## src/rtl/lfsr_gen.sv

```systemverilog
// rtl/lfsr_gen.sv - Parametrised Fibonacci/Galois LFSR with zero-seed guard and period measurement (optional: LFSR_PERIOD_CHECK_EN)
module lfsr_gen #(
  parameter int WIDTH        = 4,
  parameter int DEFAULT_SEED = 1
) (
  input  logic             clk,
  input  logic             rst,
  input  logic             en,
  input  logic             load,
  input  logic [WIDTH-1:0] seed,
  input  logic             mode,
  output logic [WIDTH-1:0] out,
  output logic             seed_err,
  output logic             period_done,
  output logic [WIDTH-1:0] period_len
);

  // Fibonacci tap masks: bit (n-1) set for each tap n of a primitive polynomial.
  function automatic logic [15:0] tap_mask(input int w);
    case (w)
      2:       tap_mask = 16'h0003;
      3:       tap_mask = 16'h0006;
      4:       tap_mask = 16'h000C;
      5:       tap_mask = 16'h0014;
      6:       tap_mask = 16'h0030;
      7:       tap_mask = 16'h0060;
      8:       tap_mask = 16'h00B8;
      9:       tap_mask = 16'h0110;
      10:      tap_mask = 16'h0240;
      11:      tap_mask = 16'h0500;
      12:      tap_mask = 16'h0829;
      13:      tap_mask = 16'h100D;
      14:      tap_mask = 16'h2015;
      15:      tap_mask = 16'h6000;
      16:      tap_mask = 16'hD008;
      default: tap_mask = 16'h0000;
    endcase
  endfunction

  localparam logic [15:0]      TAP_FULL = tap_mask(WIDTH);
  localparam logic [WIDTH-1:0] TAP      = TAP_FULL[WIDTH-1:0];
  // Galois feedback constant derived from the same polynomial (or its reciprocal).
  localparam logic [WIDTH-1:0] GAL      = {TAP[WIDTH-2:0], 1'b1};
  localparam logic [WIDTH-1:0] DSEED    = WIDTH'(DEFAULT_SEED);
  localparam logic [WIDTH-1:0] ONE      = WIDTH'(1);

  if (WIDTH < 2 || WIDTH > 16) begin : g_width_check
    $error("lfsr_gen: WIDTH must be in 2..16");
  end

  if (DSEED == '0) begin : g_seed_check
    $error("lfsr_gen: DEFAULT_SEED truncated to WIDTH must be non-zero");
  end

  logic [WIDTH-1:0] fib_next;
  logic [WIDTH-1:0] gal_next;
  logic [WIDTH-1:0] next_out;
  logic [WIDTH-1:0] load_val;

  // Next value in both forms, plus the guarded seed (zero replaced by the default).
  always_comb begin
    fib_next = {out[WIDTH-2:0], ^(out & TAP)};
    gal_next = {out[WIDTH-2:0], 1'b0} ^ (out[WIDTH-1] ? GAL : '0);
    next_out = mode ? gal_next : fib_next;
    load_val = (seed == '0) ? DSEED : seed;
  end

  // LFSR state and zero-seed pulse; load wins over en.
  always_ff @(posedge clk) begin
    if (rst) begin
      out      <= DSEED;
      seed_err <= 1'b0;
    end else begin
      seed_err <= 1'b0;
      if (load) begin
        out      <= load_val;
        seed_err <= (seed == '0);
      end else if (en) begin
        out <= next_out;
      end
    end
  end

`ifdef LFSR_PERIOD_CHECK_EN
  typedef enum logic {IDLE, RUN} state_t;

  state_t           state_q, state_d;
  logic [WIDTH-1:0] start_q, start_d;
  logic [WIDTH-1:0] cnt_q, cnt_d;
  logic [WIDTH-1:0] len_q, len_d;
  logic             done_q, done_d;
  logic             run_mode_q, run_mode_d;

  // Period FSM registers.
  always_ff @(posedge clk) begin
    if (rst) begin
      state_q    <= IDLE;
      start_q    <= DSEED;
      cnt_q      <= '0;
      len_q      <= '0;
      done_q     <= 1'b0;
      run_mode_q <= 1'b0;
    end else begin
      state_q    <= state_d;
      start_q    <= start_d;
      cnt_q      <= cnt_d;
      len_q      <= len_d;
      done_q     <= done_d;
      run_mode_q <= run_mode_d;
    end
  end

  // Count steps from the start value; a mode change restarts the measurement at the current value.
  always_comb begin
    state_d    = state_q;
    start_d    = start_q;
    cnt_d      = cnt_q;
    len_d      = len_q;
    done_d     = 1'b0;
    run_mode_d = run_mode_q;
    if (load) begin
      state_d = IDLE;
      start_d = load_val;
      cnt_d   = '0;
    end else begin
      case (state_q)
        IDLE: begin
          if (en) begin
            state_d    = RUN;
            cnt_d      = ONE;
            run_mode_d = mode;
          end
        end
        RUN: begin
          if (mode != run_mode_q) begin
            // A step in the same cycle becomes the first step of the new measurement.
            start_d    = out;
            run_mode_d = mode;
            if (en) begin
              cnt_d = ONE;
            end else begin
              state_d = IDLE;
              cnt_d   = '0;
            end
          end else if (en) begin
            if (next_out == start_q) begin
              len_d  = cnt_q + ONE;
              done_d = 1'b1;
              cnt_d  = '0;
            end else begin
              cnt_d = cnt_q + ONE;
            end
          end
        end
        default: state_d = IDLE;
      endcase
    end
  end

  assign period_done = done_q;
  assign period_len  = len_q;
`else
  assign period_done = 1'b0;
  assign period_len  = '0;
`endif

endmodule

```

## config.mk

```make
export PLATFORM = sky130hd
export DESIGN_NAME = lfsr_gen
export DESIGN_NICKNAME = d
export VERILOG_FILES = /design/src/rtl/lfsr_gen.sv
export SDC_FILE = /design/constraint.sdc
export NUM_CORES = 1
export LEC_CHECK = 0
export ABC_AREA = 1
export ABC_CLOCK_PERIOD_IN_PS = 800
export CORE_AREA = 2 2 39 41
export CTS_BUF_LIST = sky130_fd_sc_hd__clkbuf_4 sky130_fd_sc_hd__clkbuf_8
export CTS_CLUSTER_SIZE = 24
export DETAILED_ROUTE_END_ITERATION = 7
export DIE_AREA = 0 0 41 43
export GPL_TIMING_DRIVEN = 0
export PLACE_DENSITY = 0.58
export SYNTH_ARGS = -nofsm -noshare
export SYNTH_HDL_FRONTEND = slang
export SYNTH_SLANG_ARGS = --single-unit
```

## constraint.sdc

```tcl
create_clock -name clk -period 0.8 [get_ports clk]
set_input_delay 0.2 -clock clk [delete_from_list [all_inputs] [get_ports clk]]
set_output_delay 0.2 -clock clk [all_outputs]
set_load 0.01 [all_outputs]
```

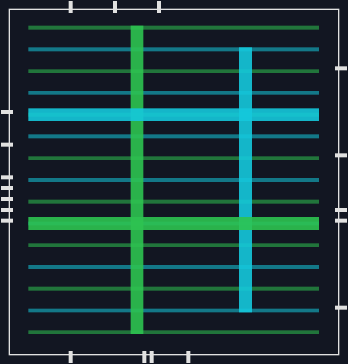
(run_1/floorplan.png)
(8 px per µm) Pins as bars on the die edge.
[VSS] green
[VDD] cyan
met5 straps: 2
met1 rails: 15
signal pins: 19
rows: 14
met4 straps: 2
horizontal die dimension: 41 µm
die extent in y: 43 µm
Core Footprint: 1380 µm²
worst vdd ir: 0.594 mV

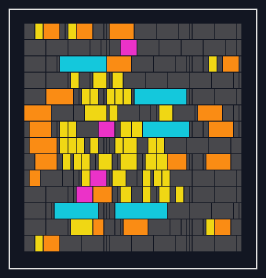
(run_1/class_map.png)
(6 px per µm) Fill, decap, tap and diode cells in grey.
[remaining buffers and delay cells] orange | cells: 20 | share of their area: 35%
[clock drivers and dummy loads] magenta | cells: 4 | share of their area: 5.6%
[remaining logic cells] yellow | cells: 45 | share of their area: 38%
[sequential cells] cyan | cells: 5 | share of their area: 21%
fraction of standard cell area that is sequential: 19.8%
post-route cell area: 557 µm²

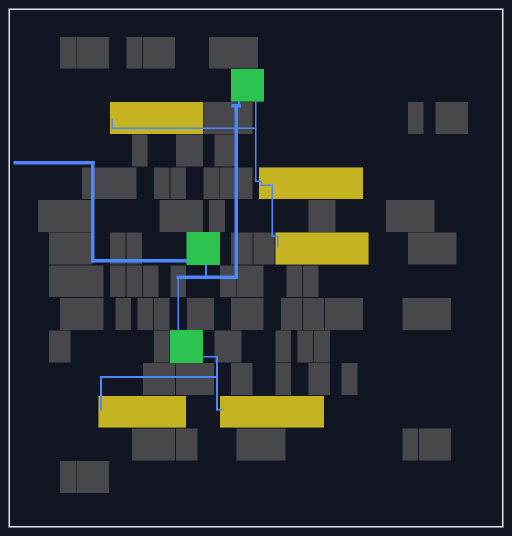
(run_1/clock_wires.png)
(12 px per µm)
[clock wires] blue | length: 100 µm
[flip-flops] yellow | count: 5
[clock-net drivers] green | count: 3
routed clock nets: 4
Insertion Delay late pin: 0.25 ns
Clock Power: 0.335 mW
clock skew: 0.00262 ns

==> metrics.cfg, run 1 <==
[finish]
fraction_of_layout_cells_with_a_size_suffix_above_1_pct = 40.5
layout_top_cell_excl_fill_tap = nand2_1
clkCellAreaFrac_pct = 5.39
reg.largest.list = out (4), seed_err (1)
layout.cells.non_filler = 90
comb.multi_input.count = 37
area_dominant_class = buffers
final.clkbuf_count = 4
area.combinational_um2 = 176
n_all_buffers = 20
num_antenna_cells = 0

[route]
route.detailed.vias_per_inst = 3.87
routed-via-count = 348
detailroute.wirelength.met2_um = 335
drt-wirelength-per-cell_um = 8.02
drt_pre_antenna_iters = 2
met3WireLength_um = 72
maxUsedRoutingLayer = met4

[power_and_ir_drop]
powerSeq_mw = 0.280
total_leakage_power_nw = 0.322
seq_power_share_pct = 34.5
pwr-share-clk_pct = 41.2
power.share.switching_pct = 26.4
power.density_cell_area_nw_per_um2 = 1460
power_leader = clock

[global_routing]
global_route.usage.met3_pct = 3.66
grt.overflow.total = 0
grt_pass1_vias = 290
antenna_found_initial = 0
global_route.usage.met2_pct = 13.1

[floorplan]
die_area_um2 = 1760
initial_utilization_pct = 22.5
core.rowCount = 14
num_tap_cells = 16

[yosys]
ys_types = 14
synth_flops = 5
fraction_of_post_synthesis_cell_area_in_the_top_cell_type_by_area_pct = 32.1
netlist.top_cell.by_area = dfxtp_1
post_synth_fa_ha_maj_area_fraction_pct = 0
ys_top_logic_family = simple AND/OR/NAND/NOR gates
synth.yosys.seq_area_share_pct = 32.1
synthCells = 51
synth_warnings = 0
simple_gate_share_pct = 36.1
mux_area_share_pct = 0
synth_dominant_cell_count = nand2_1
yosys-stat-area_um2 = 312
synth-edff-count = 0
synthArstFlopShare_pct = 0

[place]
post-place-cells = 84
gp_congestion = 0.727
detailedPlace.worstSlack_ns = -0.489

[critical_path]
cp.depth = 1
worstPathArrival_ns = 0.72
critical_path.reg2reg.endpoint = out[0]$_SDFFE_PP1P_
reg2reg_setup_slack_ns = -0.05

[sta]
total_count_of_max_transition_violations_in_the_final_report = 0
final-hold-violation-count = 0
final.min_clock_period_ns = 0.917
totalNegativeSetupSlack_ns = -0.514
setup_ws_ns = -0.117
finalSetupViolCount = 6

[cts]
ctsResizeCount = 30
clk_pin_slew_worst_paths_ns = 0.05
clkSinkCount = 5

[min_path]
hold_path.startpoint = rst
worstHoldEndpoint = out[3]$_SDFFE_PP0P_

[run_status]
violated_checks = negative setup slack
status = complete, but fails checks

## Run 2: what changed since run 1
TNS_END_PERCENT = 20   (was unset)
==> metrics.cfg, run 2 <==
[run_status]
status = complete, but fails checks  ; unchanged
violated_checks = negative setup slack  ; unchanged

[power_and_ir_drop]
power.density_cell_area_nw_per_um2 = 1520  ; was 1460 nW/µm²
pwr-share-clk_pct = 42.4  ; was 41.2%
powerSeq_mw = 0.282  ; was 0.280 mW
clock_net_power_mw = 0.336  ; was 0.335 mW
power.share.switching_pct = 26.4  ; about the same
vdd_drop_max_mv = 0.593  ; was 0.594 mV
seq_power_share_pct = 35.5  ; was 34.5%
total_leakage_power_nw = 0.296  ; was 0.322 nW
power_leader = clock  ; unchanged

[place]
gp_congestion = 0.727  ; unchanged
detailedPlace.worstSlack_ns = -0.489  ; unchanged
post-place-cells = 84  ; unchanged

[floorplan]
die_area_um2 = 1760  ; unchanged
initial_utilization_pct = 22.5  ; unchanged
num_tap_cells = 16  ; unchanged
die_w_um = 41  ; unchanged
core.rowCount = 14  ; unchanged
fp.dieH_um = 43  ; unchanged
core_um2 = 1380  ; unchanged

[critical_path]
rr_startpoint = out[3]$_SDFFE_PP0P_  ; unchanged
cp.depth = 1  ; unchanged
worstPathArrival_ns = 0.72  ; about the same
buffers_plus_inverters_on_the_worst_setup_path = 1  ; unchanged
reg2reg_setup_slack_ns = -0.05  ; about the same
crit_fanout = 5  ; unchanged
critical_path.reg2reg.endpoint = out[0]$_SDFFE_PP1P_  ; unchanged

[finish]
num_antenna_cells = 0  ; unchanged
n_all_inverters = 8  ; unchanged
comb.multi_input.count = 37  ; unchanged
n_all_buffers = 18  ; was 20
mostFrequentLayoutCells = nand2_1, inv_1, buf_4, conb_1  ; was nand2_1, inv_1, buf_6
area.combinational_um2 = 166  ; was 176 µm²
clkCellAreaFrac_pct = 5.76  ; was 5.39%
final.clkbuf_count = 4  ; unchanged
area_dominant_class = multi-input combinational cells  ; was buffers
fraction_of_layout_cells_with_a_size_suffix_above_1_pct = 34.7  ; was 40.5%
layout_top_cell_excl_fill_tap = nand2_1  ; unchanged
max_flop_register = out  ; unchanged
post-route-cell-area_um2 = 522  ; was 557 µm²
reg.largest.list = out (4), seed_err (1)  ; unchanged

[yosys]
ys_top_logic_family = simple AND/OR/NAND/NOR gates  ; unchanged
synth.yosys.seq_area_share_pct = 32.1  ; unchanged
mux_area_share_pct = 0  ; unchanged
synth-edff-count = 0  ; unchanged
synth_dominant_cell_count = nand2_1  ; unchanged
synthArstFlopShare_pct = 0  ; unchanged
ys_types = 14  ; unchanged
netlist.top_cell.by_area = dfxtp_1  ; unchanged
post_synth_fa_ha_maj_area_fraction_pct = 0  ; unchanged
synth_warnings = 0  ; unchanged
simple_gate_share_pct = 36.1  ; unchanged
synthCells = 51  ; unchanged
synth_flops = 5  ; unchanged
yosys-stat-area_um2 = 312  ; unchanged
fraction_of_post_synthesis_cell_area_in_the_top_cell_type_by_area_pct = 32.1  ; unchanged

[cts]
ctsResizeCount = 30  ; unchanged
clkSinkCount = 5  ; unchanged
clock.latency.late_pin_ns = 0.25  ; about the same
clk_pin_slew_worst_paths_ns = 0.04  ; was 0.05 ns

[global_routing]
pin_count_of_the_biggest_net_entering_global_routing = 7  ; unchanged
antenna_found_initial = 0  ; unchanged
grt_busiest_layer = met2  ; unchanged
grt_pass1_vias = 282  ; was 290
grt.overflow.total = 0  ; unchanged
global_route.usage.met3_pct = 3.66  ; unchanged
global_route_met1_utilization_pct = 10.2  ; unchanged
global_route.usage.met2_pct = 12.5  ; was 13.1%

[route]
maxUsedRoutingLayer = met4  ; unchanged
detailroute.wirelength.met2_um = 316  ; was 335 µm
routed-via-count = 356  ; was 348
met3WireLength_um = 73  ; was 72 µm
drt_pre_antenna_iters = 4  ; was 2

[sta]
finalSetupViolCount = 6  ; unchanged
final-hold-violation-count = 0  ; unchanged
totalNegativeSetupSlack_ns = -0.534  ; was -0.514 ns
final.min_clock_period_ns = 0.917  ; about the same
worst_clock_skew_ns = 0.000769  ; was 0.00262 ns
setup_ws_ns = -0.117  ; about the same
total_count_of_max_transition_violations_in_the_final_report = 0  ; unchanged

[min_path]
worstHoldEndpoint = out[3]$_SDFFE_PP0P_  ; unchanged
hold_path.startpoint = rst  ; unchanged

[run]
warnings = 28  ; unchanged

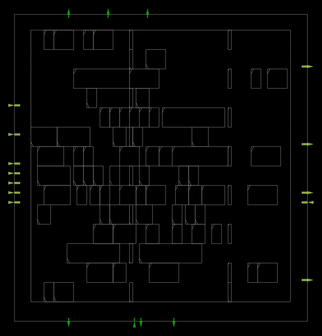
(run_2/placed.png)
fraction of standard cell area that is sequential: 21.1%
Final Util: 37.7%
seq_cells: 5
non-filler cells, final: 88

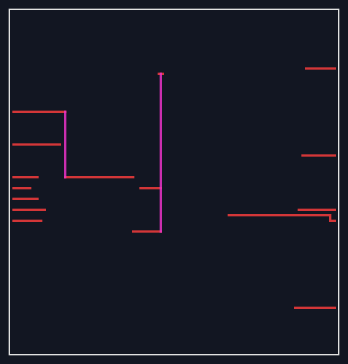
(run_2/layers.png)
(8 px per µm) Only two layers are drawn.
[M4] magenta | wire length: 27.9 µm
[M3] red | wire length: 73.3 µm
average wire length per cell after detail routing: 7.89 µm
total detailed-routing wirelength: 694 µm
combined global-route utilization of all metal layers: 9.12%

No activity file was given, so power comes from the tool's default toggle rates.
